The metal 2 layer:
Scale bar: 50 um.
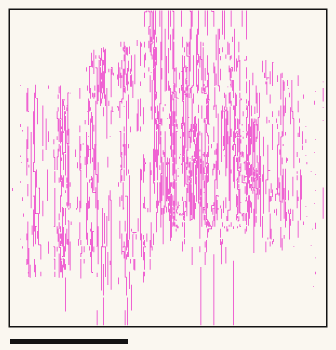
Clock routing:
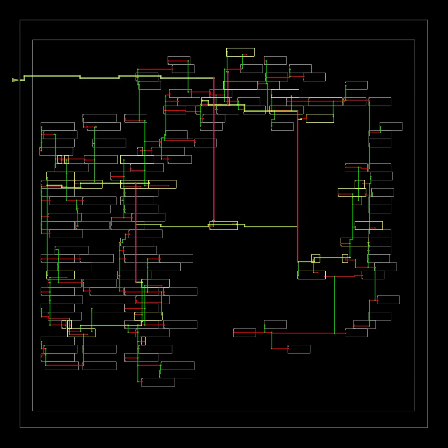
PDN straps and rails:
Scale bar: 50 um. Pins as bars on the die edge.
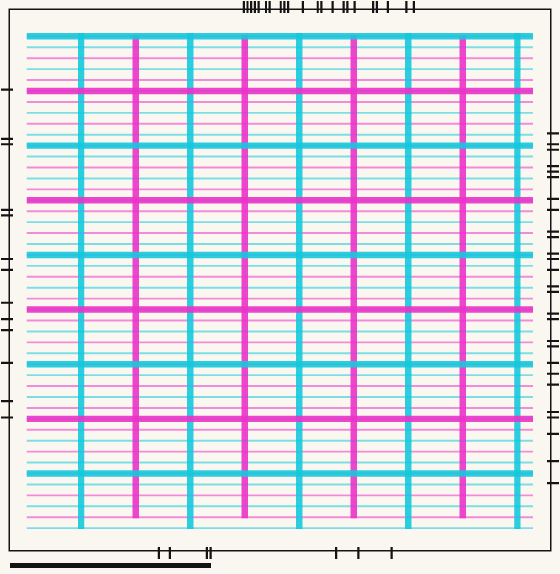
The metal 3 layer:
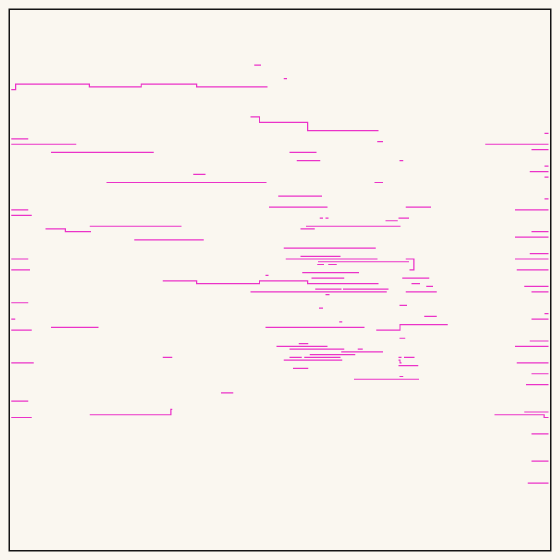
===== config.mk =====
export PLATFORM = sky130hd
export DESIGN_NAME = decode_pipe
export DESIGN_NICKNAME = d
export VERILOG_FILES = /design/src/rtl/decode_pkg.sv /design/src/rtl/instr_fifo.sv /design/src/rtl/decode_pipe.sv
export SDC_FILE = /design/constraint.sdc
export NUM_CORES = 1
export LEC_CHECK = 0
export ABC_AREA = 1
export CAP_MARGIN = 0
export CORE_MARGIN = 4
export CORE_UTILIZATION = 35
export CTS_CLUSTER_SIZE = 8
export DETAILED_ROUTE_END_ITERATION = 10
export PLACE_DENSITY = 0.61
export SETUP_SLACK_MARGIN = 0.02
export SLEW_MARGIN = 20
export SYNTH_ARGS = -nofsm -noshare
export SYNTH_HDL_FRONTEND = slang
export SYNTH_HIERARCHICAL = 1
export SYNTH_SLANG_ARGS = --single-unit

===== constraint.sdc =====
create_clock -name clk -period 6.5 [get_ports clk]
set_clock_uncertainty 0.1 [all_clocks]
set_input_delay 1.625 -clock clk [delete_from_list [all_inputs] [get_ports clk]]
set_output_delay 1.625 -clock clk [all_outputs]
set_load 0.05 [all_outputs]

===== src/rtl/decode_pkg.sv =====
// -----------------------------------------------------------------------------
// decode_pkg
// Shared definitions for the pipelined Thumb decoder:
//   - micro-op opcode encodings and SP/LR/PC register numbers
//   - dec_t : field bundle produced by decoding one 16-bit instruction
//   - decode_instr() : pure combinational decode of one instruction
//   - small helpers used by the PUSH/POP split sequencer (UOP_SPLIT_EN builds)
// -----------------------------------------------------------------------------
package decode_pkg;

  localparam logic [3:0] OP_PUSH      = 4'd0;
  localparam logic [3:0] OP_POP       = 4'd1;
  localparam logic [3:0] OP_SUB_SP    = 4'd2;
  localparam logic [3:0] OP_CMP       = 4'd3;
  localparam logic [3:0] OP_MOVS      = 4'd4;
  localparam logic [3:0] OP_MOV       = 4'd5;
  localparam logic [3:0] OP_LDR       = 4'd6;
  localparam logic [3:0] OP_STR       = 4'd7;
  localparam logic [3:0] OP_LDR_NOP   = 4'd8;
  localparam logic [3:0] OP_ADD_SP    = 4'd9;
  localparam logic [3:0] OP_BRANCH_NC = 4'd10;
  localparam logic [3:0] OP_ADDS_3OP  = 4'd11;
  localparam logic [3:0] OP_BRANCH_C  = 4'd12;
  localparam logic [3:0] OP_STRB      = 4'd13;
  localparam logic [3:0] OP_LDRB      = 4'd14;
  localparam logic [3:0] OP_ADDS_2OP  = 4'd15;

  localparam logic [3:0] REG_SP = 4'd13;
  localparam logic [3:0] REG_LR = 4'd14;
  localparam logic [3:0] REG_PC = 4'd15;

  // Widest decoded immediate is the unconditional branch: i[10:0]<<1.
  localparam int DEC_OFF_W = 12;

  typedef enum logic {
    ST_IDLE  = 1'b0,
    ST_SPLIT = 1'b1
  } split_state_t;

  typedef struct packed {
    logic [3:0]           opcode;
    logic [3:0]           reg1;
    logic [3:0]           reg2;
    logic [3:0]           reg3;
    logic [7:0]           rlist;
    logic [3:0]           cond;
    logic [DEC_OFF_W-1:0] offset;
    logic                 illegal;
  } dec_t;

  function automatic dec_t decode_instr(input logic [15:0] i);
    dec_t d;
    d = '0;
    case (i[15:12])
      4'hB: begin
        if (i[11:10] == 2'b01) begin
          d.opcode = OP_PUSH;
          d.reg1   = REG_LR;
          d.rlist  = i[7:0];
        end else if (i[11:10] == 2'b11) begin
          d.opcode = OP_POP;
          d.reg1   = REG_LR;
          d.rlist  = i[7:0];
        end else begin
          d.opcode = OP_SUB_SP;
          d.reg1   = REG_SP;
          d.reg3   = REG_SP;
          d.offset = DEC_OFF_W'({i[6:0], 2'b00});
        end
      end
      4'h2: begin
        d.opcode = i[11] ? OP_CMP : OP_MOVS;
        d.reg3   = {1'b0, i[10:8]};
        d.offset = DEC_OFF_W'(i[7:0]);
      end
      4'h4: begin
        if (i[11]) begin
          d.opcode = OP_LDR;
          d.reg1   = REG_PC;
          d.reg3   = {1'b0, i[10:8]};
          d.offset = DEC_OFF_W'({i[7:0], 2'b00});
        end else if (i[9:8] == 2'b10 && i[7:6] != 2'b00) begin
          // High-register MOV: i[7:6] selects which operand is in r8-r15.
          d.opcode = OP_MOV;
          case (i[7:6])
            2'b01: begin
              d.reg2 = {1'b1, i[2:0]};
              d.reg3 = {1'b0, i[5:3]};
            end
            2'b10: begin
              d.reg2 = {1'b0, i[5:3]};
              d.reg3 = {1'b1, i[2:0]};
            end
            default: begin
              d.reg2 = {1'b1, i[5:3]};
              d.reg3 = {1'b1, i[2:0]};
            end
          endcase
        end else begin
          d.illegal = 1'b1;
        end
      end
      4'h6: begin
        d.opcode = i[11] ? OP_LDR_NOP : OP_STR;
        d.reg1   = {1'b0, i[5:3]};
        d.reg3   = {1'b0, i[2:0]};
        d.offset = DEC_OFF_W'(i[10:6]);
      end
      4'hA: begin
        d.opcode = OP_ADD_SP;
        d.reg1   = REG_SP;
        d.reg3   = {1'b0, i[10:8]};
        d.offset = DEC_OFF_W'({i[7:0], 2'b00});
      end
      4'hE: begin
        d.opcode = OP_BRANCH_NC;
        d.offset = {i[10:0], 1'b0};
      end
      4'h1: begin
        d.opcode = OP_ADDS_3OP;
        d.reg2   = {1'b0, i[5:3]};
        d.reg3   = {1'b0, i[2:0]};
        d.offset = DEC_OFF_W'(i[8:6]);
      end
      4'hD: begin
        d.opcode = OP_BRANCH_C;
        d.cond   = i[11:8];
        d.offset = DEC_OFF_W'({i[7:0], 1'b0});
      end
      4'h5: begin
        d.opcode = i[11] ? OP_LDRB : OP_STRB;
        d.reg1   = {1'b0, i[8:6]};
        d.reg2   = {1'b0, i[5:3]};
        d.reg3   = {1'b0, i[2:0]};
      end
      4'h3: begin
        d.opcode = OP_ADDS_2OP;
        d.reg3   = {1'b0, i[10:8]};
        d.offset = DEC_OFF_W'(i[7:0]);
      end
      default: begin
        d.illegal = 1'b1;
      end
    endcase
    return d;
  endfunction

  // An illegal encoding also carries opcode 0, so it must be excluded here.
  function automatic logic is_stack_op(input dec_t d);
    return !d.illegal && (d.opcode == OP_PUSH || d.opcode == OP_POP);
  endfunction

  // Transfer mask layout: bit 8 = LR, bits 7:0 = r7..r0.
  function automatic logic [3:0] lowest_set(input logic [8:0] m);
    logic [3:0] r;
    r = 4'd8;
    for (int b = 8; b >= 0; b--) begin
      if (m[b]) r = 4'(b);
    end
    return r;
  endfunction

  function automatic logic [3:0] highest_set(input logic [8:0] m);
    logic [3:0] r;
    r = 4'd0;
    for (int b = 0; b <= 8; b++) begin
      if (m[b]) r = 4'(b);
    end
    return r;
  endfunction

endpackage


===== src/rtl/instr_fifo.sv =====
// -----------------------------------------------------------------------------
// instr_fifo
// DEPTH-entry instruction queue with a combinational head read, so the head
// can be decoded in the same cycle it becomes visible.
// Ports:
//   clk, reset      : clock, synchronous active-high reset
//   flush           : synchronous clear (same effect as reset on the pointers)
//   push, din       : write din at the tail (caller guarantees !full)
//   pop             : drop the head (caller guarantees !empty)
//   dout            : current head entry
//   empty, full     : occupancy flags
// -----------------------------------------------------------------------------
module instr_fifo #(
  parameter int DEPTH = 4,
  parameter int WIDTH = 16
) (
  input  logic             clk,
  input  logic             reset,
  input  logic             flush,
  input  logic             push,
  input  logic [WIDTH-1:0] din,
  input  logic             pop,
  output logic [WIDTH-1:0] dout,
  output logic             empty,
  output logic             full
);

  localparam int AW = $clog2(DEPTH);

  logic [WIDTH-1:0] mem_q [DEPTH];
  // One extra pointer bit separates the full and empty cases.
  logic [AW:0] wr_ptr_q, wr_ptr_d;
  logic [AW:0] rd_ptr_q, rd_ptr_d;

  assign empty = (wr_ptr_q == rd_ptr_q);
  assign full  = (wr_ptr_q[AW] != rd_ptr_q[AW]) &&
                 (wr_ptr_q[AW-1:0] == rd_ptr_q[AW-1:0]);
  assign dout  = mem_q[rd_ptr_q[AW-1:0]];

  always_comb begin
    wr_ptr_d = wr_ptr_q;
    rd_ptr_d = rd_ptr_q;
    if (push) wr_ptr_d = wr_ptr_q + (AW+1)'(1);
    if (pop)  rd_ptr_d = rd_ptr_q + (AW+1)'(1);
  end

  always_ff @(posedge clk) begin
    if (reset || flush) begin
      wr_ptr_q <= '0;
      rd_ptr_q <= '0;
    end else begin
      wr_ptr_q <= wr_ptr_d;
      rd_ptr_q <= rd_ptr_d;
    end
  end

  // Storage is not reset; the pointers alone define which entries are live.
  always_ff @(posedge clk) begin
    if (push) mem_q[wr_ptr_q[AW-1:0]] <= din;
  end

endmodule


===== src/rtl/decode_pipe.sv =====
// -----------------------------------------------------------------------------
// decode_pipe
// Pipelined Thumb decoder: fetched instructions are queued in instr_fifo, the
// head is decoded combinationally and loaded into a registered micro-op output.
// Build option: define UOP_SPLIT_EN to expand PUSH/POP into one micro-op per
// transferred register (LR always included); otherwise PUSH/POP leave as a
// single micro-op and out_last is constant 1.
// Ports:
//   clk, reset               : clock, synchronous active-high reset
//   in_valid/in_ready/in_instr : fetch side handshake and instruction
//   flush                    : synchronous pipeline flush, highest priority
//   out_valid/out_ready      : execute side handshake
//   out_opcode, out_reg1..3, out_rlist, out_cond, out_offset,
//   out_illegal, out_last    : registered micro-op fields
// -----------------------------------------------------------------------------
module decode_pipe
  import decode_pkg::*;
#(
  parameter int DEPTH    = 4,
  parameter int OFFSET_W = 16
) (
  input  logic                clk,
  input  logic                reset,
  input  logic                in_valid,
  output logic                in_ready,
  input  logic [15:0]         in_instr,
  input  logic                flush,
  output logic                out_valid,
  input  logic                out_ready,
  output logic [3:0]          out_opcode,
  output logic [3:0]          out_reg1,
  output logic [3:0]          out_reg2,
  output logic [3:0]          out_reg3,
  output logic [7:0]          out_rlist,
  output logic [3:0]          out_cond,
  output logic [OFFSET_W-1:0] out_offset,
  output logic                out_illegal,
  output logic                out_last
);

  logic [15:0] head_instr;
  logic        fifo_empty;
  logic        fifo_full;
  logic        fifo_push;
  logic        fifo_pop;
  logic        can_load;
  dec_t        head_dec;

  logic                out_valid_q, out_valid_d;
  logic [3:0]          opcode_q, opcode_d;
  logic [3:0]          reg1_q, reg1_d;
  logic [3:0]          reg2_q, reg2_d;
  logic [3:0]          reg3_q, reg3_d;
  logic [7:0]          rlist_q, rlist_d;
  logic [3:0]          cond_q, cond_d;
  logic [OFFSET_W-1:0] offset_q, offset_d;
  logic                illegal_q, illegal_d;

  // A full queue keeps in_ready low even if the head pops this cycle.
  assign in_ready  = !fifo_full && !flush && !reset;
  assign fifo_push = in_valid && in_ready;
  // Output register may reload whenever it is empty or being accepted.
  assign can_load  = !out_valid_q || out_ready;
  assign head_dec  = decode_instr(head_instr);

  instr_fifo #(
    .DEPTH (DEPTH),
    .WIDTH (16)
  ) u_fifo (
    .clk   (clk),
    .reset (reset),
    .flush (flush),
    .push  (fifo_push),
    .din   (in_instr),
    .pop   (fifo_pop),
    .dout  (head_instr),
    .empty (fifo_empty),
    .full  (fifo_full)
  );

`ifdef UOP_SPLIT_EN
  split_state_t state_q, state_d;
  logic [8:0]   mask_q, mask_d;
  logic         last_q, last_d;
  logic [8:0]   cur_mask;
  logic [8:0]   rem_mask;
  logic [3:0]   pick;
`endif

  always_comb begin
    out_valid_d = out_valid_q;
    opcode_d    = opcode_q;
    reg1_d      = reg1_q;
    reg2_d      = reg2_q;
    reg3_d      = reg3_q;
    rlist_d     = rlist_q;
    cond_d      = cond_q;
    offset_d    = offset_q;
    illegal_d   = illegal_q;
    fifo_pop    = 1'b0;
`ifdef UOP_SPLIT_EN
    state_d  = state_q;
    mask_d   = mask_q;
    last_d   = last_q;
    cur_mask = '0;
    rem_mask = '0;
    pick     = '0;
`endif
    if (can_load) begin
      out_valid_d = 1'b0;
      if (!fifo_empty) begin
        out_valid_d = 1'b1;
        opcode_d    = head_dec.opcode;
        reg1_d      = head_dec.reg1;
        reg2_d      = head_dec.reg2;
        reg3_d      = head_dec.reg3;
        rlist_d     = head_dec.rlist;
        cond_d      = head_dec.cond;
        offset_d    = OFFSET_W'(head_dec.offset);
        illegal_d   = head_dec.illegal;
        fifo_pop    = 1'b1;
`ifdef UOP_SPLIT_EN
        last_d = 1'b1;
        if (is_stack_op(head_dec)) begin
          // First beat starts from the full list plus LR; later beats resume
          // from the remaining mask while the instruction stays at the head.
          cur_mask = (state_q == ST_SPLIT) ? mask_q : {1'b1, head_dec.rlist};
          pick     = (head_dec.opcode == OP_POP) ? lowest_set(cur_mask)
                                                 : highest_set(cur_mask);
          rem_mask = cur_mask & ~(9'd1 << pick);
          reg1_d   = REG_SP;
          reg3_d   = (pick == 4'd8) ? REG_LR : pick;
          last_d   = (rem_mask == 9'd0);
          fifo_pop = (rem_mask == 9'd0);
          mask_d   = rem_mask;
          state_d  = (rem_mask == 9'd0) ? ST_IDLE : ST_SPLIT;
        end
`endif
      end
    end
  end

  always_ff @(posedge clk) begin
    if (reset || flush) begin
      out_valid_q <= 1'b0;
      opcode_q    <= '0;
      reg1_q      <= '0;
      reg2_q      <= '0;
      reg3_q      <= '0;
      rlist_q     <= '0;
      cond_q      <= '0;
      offset_q    <= '0;
      illegal_q   <= 1'b0;
`ifdef UOP_SPLIT_EN
      state_q     <= ST_IDLE;
      mask_q      <= '0;
      last_q      <= 1'b0;
`endif
    end else begin
      out_valid_q <= out_valid_d;
      opcode_q    <= opcode_d;
      reg1_q      <= reg1_d;
      reg2_q      <= reg2_d;
      reg3_q      <= reg3_d;
      rlist_q     <= rlist_d;
      cond_q      <= cond_d;
      offset_q    <= offset_d;
      illegal_q   <= illegal_d;
`ifdef UOP_SPLIT_EN
      state_q     <= state_d;
      mask_q      <= mask_d;
      last_q      <= last_d;
`endif
    end
  end

  assign out_valid   = out_valid_q;
  assign out_opcode  = opcode_q;
  assign out_reg1    = reg1_q;
  assign out_reg2    = reg2_q;
  assign out_reg3    = reg3_q;
  assign out_rlist   = rlist_q;
  assign out_cond    = cond_q;
  assign out_offset  = offset_q;
  assign out_illegal = illegal_q;
`ifdef UOP_SPLIT_EN
  assign out_last    = last_q;
`else
  // Every micro-op is a whole instruction in this build.
  assign out_last    = 1'b1;
`endif

endmodule


==> impl_metrics.tcl <==
# yosys + openroad results
set metrics [dict create \
    run_status "complete, no violations" \
    max_clock_freq_mhz 199 \
    holdWs_ps 359 \
    reg2reg_to "out_reg3[0]" \
    first_pass_iters 5 \
    drcViolationCount 0 \
    maxCapViolations 0 \
    final-setup-viol-count 0 \
    cp_max_fo 5 \
    hp-start "out_offset[5]" \
    power_density_nw_per_um2 285 \
    total_power_w 0.00197 \
    ctsHtreeMaxLevel 4 \
    hold_viol 0 \
    postSynthSeqShare 0.523 \
    ys_cells 679 \
    grt_pass1_wl_um 22000 \
    fin_tns_setup_ps 0 \
    n_fill_cell 1518 \
    period_minus_slack_ps 5030 \
    ant_nets 0 \
    worst_ep_arrival_time_ps 3310 \
    start_kind "primary input" \
    crit_type "in2out" \
    crit_required_ps 4780 \
    yosysUniqueCellTypes 31 \
    slew_headroom 0.501 \
    synth_top_area_share 0.344 \
    cts_hold_buf 0 \
    pin_count 69 \
    dp.cells 926 \
    fp_util 0.362 \
    drtIter0Drc 378 \
    finalNetCount 765 \
    avgSynthCellArea_um2 8.24 \
    hpwlAfterDp_um 9680 \
    period_used_share 0.774 \
    final_util 0.447 \
    r2r_slack_ps 3440 \
    layout-drive-gt1-share 0.0629 \
    yosysWarnings 6 \
    fp-row-count 45 \
    yosysTopAreaCell "edfxtp_1" \
    wl_per_cell_um 14.5 \
    grt_most_used_layer "met2" \
    pre_cts_ws_ps 1470 \
    rr_worst_depth 11 \
    cp_slowest_cell "clkdlybuf4s50_1" \
    grt_use_met1 0.194 \
    numSynthFlops 114 \
    vias 4628 \
    post_cts_buffers 0 \
    grt_start_max_net_pins 65 \
    fin_cells 958 \
    core_area_um2 15400 \
    cts_resized 0 \
    ys_chip_area_um2 5590 \
    gr-usage-met2 0.257 \
    areaGrowthSynthToFinish_pct 23.5 \
    final_area_um2 6900 \
    ir_drop_v 0.000197 \
    chipArea_um2 18100 \
    grt_setup_unrepaired "no" \
    die-height_um 134 \
    postRouteWirelength_um 13900 \
    cts_tree "yes" \
    antennaDiodeCount 0 \
    final_cell_mix "227 x nand2_1, 69 x inv_1, 64 x edfxtp_1, 63 x clkdlybuf4s50_1, 56 x nor2_1" \
    setup_slack_ps 1470 \
    chipWidth_um 134 \
    synth_cells 679 \
    slowest_delay_ps 810 \
    crit_start "flush" \
    crit_chain "clkdlybuf4s50_1 -> nor2_1 -> inv_1 -> nor2_1 -> clkdlybuf4s50_1" \
    cts_root_buf "clkbuf_16" \
    slew_violations 0 \
    grt_pass1_vias 4315 \
    top_cells_by_area "edfxtp_1 34%, dfxtp_1 18%, nand2_1 15%" \
    p_leak_nw 2.73 \
    whs_path_depth 2 \
    holdPathEnd "out_offset[5]" \
    seqCellArea_um2 2920 \
    gr-usage-all-layers 0.157 \
    crit_end "in_ready" \
    syn-cell-area_um2 5590 \
    combGateArea_um2 2170 \
    log.warning_count 33 \
]
Notes on 'the metal 2 layer' above:
main direction: vertical
longest straight run: 48.1 um
wire length on this layer: 6,580 um

Notes on 'clock routing' above:
Power Clock: 0.000942 W
flip-flops: 114
clock sink count: 114
total CTS buffers: 17
Late-Pin Clk Latency: 410 ps

Notes on 'PDN straps and rails' above:
legend:
  magenta:
    net: VDD
  cyan:
    net: VSS
rows: 45
met5 straps: 9
met4 straps: 9
signal pins: 69

Notes on 'the metal 3 layer' above:
wire length on this layer: 926 um
nets with wire on the layer: 76
longest straight run: 39.6 um

## logic make-up after synthesis
group                      share of synthesized area
xor gates and xnor gates                     0.00313
other                                        0.00134
buffers and inverters                         0.0906
DFF                                            0.523
adders and majority gates                     0.0224
AOI/OAI and AO/OA                              0.121
and+or+nand+nor                                0.239
## metal layers
metal	wire length, um	vias to the layer above
met5	0	-
met4	322	0
met3	925	30
met2	6580	163
met1	6040	2115
li1	-	2320
## synthesized netlist by cell type (all sizes together)
| cell type | count |
|---|---|
| o21ai | 27 |
| xnor2 | 2 |
| nor2 | 63 |
| nand4 | 2 |
| o211ai | 34 |
| buf | 22 |
| edfxtp | 64 |
| ha | 10 |
| nand3b | 4 |
| o22ai | 4 |
| nand2 | 228 |
| dfxtp | 50 |
| a22oi | 2 |
| clkbuf | 11 |
| nor3b | 1 |
| inv | 76 |
| nand3 | 27 |
| conb | 2 |
| a21oi | 47 |
| nor3 | 2 |
| a21boi | 1 |
## state kept, by name (all words and copies together), names as in the netlist, named ones only
name / flops
out_reg1: 4
out_reg2: 4
out_reg3: 4
out_cond: 4
out_illegal: 1
out_opcode: 4
u_fifo/rd_ptr_q: 3
u_fifo/wr_ptr_q: 3
out_rlist: 8
u_fifo/mem_q: 64
out_offset: 12
out_valid: 1
## area by class of cell
cell class | instances | share of cell area
clock buffers | 22 | 0.0643
repair buffers | 66 | 0.0946
inverters | 76 | 0.0413
well taps | 211 | 0.0382
flip-flops and latches | 114 | 0.424
multi-input cells | 459 | 0.315
clock inverters | 10 | 0.0230
## worst max-delay path: cells and delay by family
kind / cells / cell delay [ps]
AND/OR/NAND/NOR: 2 / 370
buffers and inverters: 3 / 1320
## where the power goes
group | internal (W) | switching [W]
clock network | 0.000638 | 0.000304
logic | 0.0000673 | 0.000183
registers | 0.000772 | 0.00000635
No activity file was given, so power comes from the tool's default toggle rates.
